===== src/rtl/vjtag_bus_arb.sv =====
`default_nettype none
// ============================================================================
// Module   : vjtag_bus_arb
// Purpose  : Two-requester (JTAG host / core) round-robin arbiter onto a
//            single slave bus. Keeps at most one transaction in flight and
//            returns read data, or a timeout error response, to the owner.
// Revision : 1.0 - initial release
// ============================================================================
module vjtag_bus_arb #(
    parameter int ADDR_WIDTH  = 16,
    parameter int DATA_WIDTH  = 16,
    parameter int RSP_TIMEOUT = 255
) (
    input  logic                    clk,
    input  logic                    rst,
    input  logic [1:0]              m_req_valid,
    input  logic [2*ADDR_WIDTH-1:0] m_req_addr,
    input  logic [1:0]              m_req_write,
    input  logic [2*DATA_WIDTH-1:0] m_req_wdata,
    output logic [1:0]              m_req_ready,
    output logic [1:0]              m_rsp_valid,
    output logic [DATA_WIDTH-1:0]   m_rsp_rdata,
    output logic                    m_rsp_err,
    output logic                    s_req_valid,
    output logic [ADDR_WIDTH-1:0]   s_req_addr,
    output logic                    s_req_write,
    output logic [DATA_WIDTH-1:0]   s_req_wdata,
    input  logic                    s_req_ready,
    input  logic                    s_rsp_valid,
    input  logic [DATA_WIDTH-1:0]   s_rsp_rdata,
    output logic                    busy
);

    localparam int               CNT_W     = $clog2(RSP_TIMEOUT + 1);
    localparam logic [CNT_W-1:0] TMO_LIMIT = CNT_W'(RSP_TIMEOUT);

    typedef enum logic [1:0] {
        ST_IDLE = 2'd0,
        ST_GNT  = 2'd1,
        ST_RSP  = 2'd2
    } state_t;

    state_t           state_q;
    logic             owner_q;
    logic             last_owner_q;
    logic [CNT_W-1:0] tmo_cnt_q;

    logic                  in_gnt;
    logic                  in_rsp;
    logic                  own_valid;
    logic                  own_write;
    logic [ADDR_WIDTH-1:0] own_addr;
    logic [DATA_WIDTH-1:0] own_wdata;
    logic                  arb_winner;
    logic                  req_hs;
    logic                  rsp_hit;
    logic                  tmo_hit;

    assign in_gnt = (state_q == ST_GNT);
    assign in_rsp = (state_q == ST_RSP);

    // Owner's request fields; only the owner's slice can ever reach the slave
    assign own_valid = owner_q ? m_req_valid[1] : m_req_valid[0];
    assign own_write = owner_q ? m_req_write[1] : m_req_write[0];
    assign own_addr  = owner_q ? m_req_addr[2*ADDR_WIDTH-1 -: ADDR_WIDTH]
                               : m_req_addr[ADDR_WIDTH-1:0];
    assign own_wdata = owner_q ? m_req_wdata[2*DATA_WIDTH-1 -: DATA_WIDTH]
                               : m_req_wdata[DATA_WIDTH-1:0];

    // Tie goes to whoever did not complete the last transfer
    assign arb_winner = (&m_req_valid) ? ~last_owner_q : m_req_valid[1];

    assign req_hs  = in_gnt & own_valid & s_req_ready;
    assign rsp_hit = in_rsp & s_rsp_valid;
    // A real response in the expiry cycle takes priority over the timeout
    assign tmo_hit = in_rsp & ~s_rsp_valid & (tmo_cnt_q == TMO_LIMIT);

    assign s_req_valid = in_gnt & own_valid;
    assign s_req_addr  = own_addr;
    assign s_req_write = own_write;
    assign s_req_wdata = own_wdata;

    assign m_req_ready = !in_gnt ? 2'b00
                       : (owner_q ? {s_req_ready, 1'b0} : {1'b0, s_req_ready});
    assign m_rsp_valid = !(rsp_hit | tmo_hit) ? 2'b00
                       : (owner_q ? 2'b10 : 2'b01);
    assign m_rsp_rdata = rsp_hit ? s_rsp_rdata : '0;
    assign m_rsp_err   = tmo_hit;
    assign busy        = (state_q != ST_IDLE);

    // Transaction sequencing: arbitrate, present request, await response
    always_ff @(posedge clk) begin
        if (rst) begin
            state_q      <= ST_IDLE;
            owner_q      <= 1'b0;
            last_owner_q <= 1'b1;
            tmo_cnt_q    <= '0;
        end else begin
            case (state_q)
                ST_IDLE: begin
                    if (|m_req_valid) begin
                        owner_q <= arb_winner;
                        state_q <= ST_GNT;
                    end
                end
                ST_GNT: begin
                    if (req_hs) begin
                        last_owner_q <= owner_q;
                        tmo_cnt_q    <= '0;
                        state_q      <= own_write ? ST_IDLE : ST_RSP;
                    end else if (!own_valid) begin
                        state_q <= ST_IDLE;
                    end
                end
                ST_RSP: begin
                    if (rsp_hit || tmo_hit) begin
                        state_q <= ST_IDLE;
                    end else begin
                        tmo_cnt_q <= tmo_cnt_q + CNT_W'(1);
                    end
                end
                default: begin
                    state_q <= ST_IDLE;
                end
            endcase
        end
    end

endmodule
`default_nettype wire


===== config.mk =====
export PLATFORM = sky130hd
export DESIGN_NAME = vjtag_bus_arb
export DESIGN_NICKNAME = d
export VERILOG_FILES = /design/src/rtl/vjtag_bus_arb.sv
export SDC_FILE = /design/constraint.sdc
export NUM_CORES = 1
export LEC_CHECK = 0
export CORE_MARGIN = 5
export CORE_UTILIZATION = 28
export CTS_BUF_LIST = sky130_fd_sc_hd__clkbuf_16
export CTS_CLUSTER_SIZE = 40
export DETAILED_ROUTE_END_ITERATION = 10
export PLACE_DENSITY = 0.82
export RECOVER_POWER = 50
export SETUP_SLACK_MARGIN = 0.1
export SLEW_MARGIN = 0
export SYNTH_ARGS = -nofsm -noshare
export SYNTH_HDL_FRONTEND = slang
export SYNTH_SLANG_ARGS = --single-unit

===== constraint.sdc =====
create_clock -name clk -period 2.25 [get_ports clk]
set_input_delay 0.45 -clock clk [delete_from_list [all_inputs] [get_ports clk]]
set_output_delay 0.45 -clock clk [all_outputs]
set_load 0.1 [all_outputs]

==> GITHUB_STEP_SUMMARY <==
## Synthesis and layout report

| Metric | Value |
|---|---|
| Status | `complete, no violations` |
| Worst Reg-to-Reg Cells | `5` |
| Reg-to-Reg End | `state_q[1]` |
| Crit path DAT | `1690 ps` |
| List of most frequent post-synthesis cells | `34 x mux2_2, 20 x and3_1, 12 x dfxtp_1, 10 x nand2_1, 6 x nor3_1` |
| Top_reg_cell synth | `dfxtp_1` |
| TritonCTS Buffers | `3` |
| Worst Clk Skew | `1.10 ps` |
| Synth flops | `12` |
| Combinational share of power | `0.664` |
| Hold depth | `2` |
| Clk. pwr | `342 uW` |
| Most numerous logic cells after layout | `87 x clkdlybuf4s50_1, 43 x buf_12, 28 x mux2_2, 11 x and3_2, 11 x dfxtp_1` |
| Yosys top cell by instances | `mux2_2` |
| Initial drt markers | `110` |
| GR Util met2 | `0.412` |
| Met2 WL | `3660 um` |
| Non-clock buffer share | `0.573` |
| Largest net degree at the start of global routing | `31` |
| Hold EP | `state_q[0]` |
| Ant diodes | `0` |
| Avg Vias per Cell | `5.14` |
| Crit path DRT | `1800 ps` |
| Top power group | `combinational logic` |
| Resized Gates After CTS | `2` |
| Clock network power share | `0.202` |
| Inverters | `4` |
| Filler cells | `289` |
| Most used routing layer in global routing | `met2` |
| Final net count | `389` |
| First-pass GRT wire length | `9910 um` |
| Worst setup EP type | `primary output` |
| Distinct lib cells | `34` |
| Yosys Warn Count | `0` |
| Setup CP Type | `in -> out` |
| Init Core Util | `0.291` |
| Slew headroom | `0.638` |
| Hold buffers post-CTS | `0` |
| Maximum Capacitance Violations | `0` |
| Mapped Area | `1270 um^2` |
| Maximum VDD drop | `0.000299 V` |
| Top-area cell share | `0.301` |
| HP Class | `reg -> reg` |
| P_int | `903 uW` |
| Die X | `77.4 um` |
| DP HPWL | `5570 um` |
| Sequential share of cell area | `0.0727` |
| Vias in the first global route | `1,923` |
## through the flow
step                       util  total power, uW  setup WS, ps  hold WS [ps]
after detailed placement  0.764             1390          27.4           486
after global routing      0.757             1740          51.9           537
final                     0.757             1690           109           496
after floorplan               -              892          -103           452
after global placement    0.764             1380          61.0           463
after CTS                 0.785             1730           124           497
## kinds of logic (layout without fill, tap and decap cells)
| kind of cell | Yosys count | in the layout | share of synthesized area |
|---|---|---|---|
| flops | 12 | 12 | 0.189 |
| buf+inv | 12 | 158 | 0.0413 |
| fa+ha+maj | 5 | 5 | 0.0491 |
| compound gates | 22 | 22 | 0.125 |
| simple gates | 61 | 61 | 0.268 |
| mux | 37 | 37 | 0.328 |
## critical path, cell delays in order
cell,delay [ps]
clkdlybuf4s50_1,510
clkbuf_2,250
and3_1,190
buf_4,280
Figure 1. Wires at chosen ports, followed through buffers.
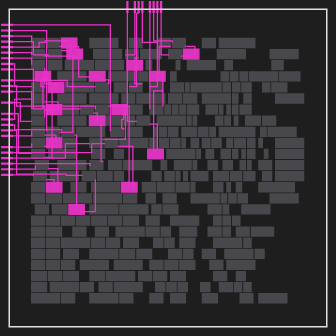
legend:
  m_req_addr:
    color: magenta
    bits: 32
    direction: input
    edge: 24 left, 8 top
    end_cells: 16
    buffers: 32
    wire: 820 um
io pins: 144
IO Port Bufs: 143

Figure 2. Signal wires on met1.
Supply wires on this layer in gray.
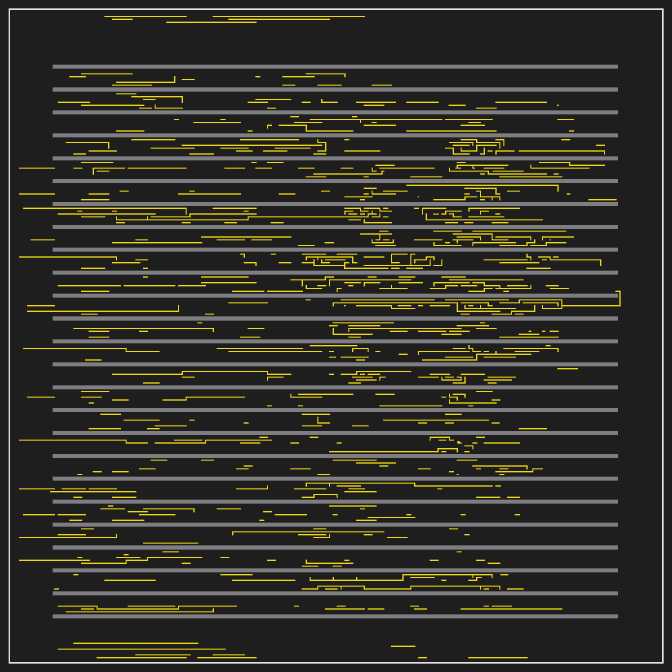
nets with wire on the layer: 319
wire length on this layer: 1,980 um
Routed WL: 6410 um
met1 Usage GRT: 0.196
total number of vias: 1,782

Power and IR drop assume default switching activity.
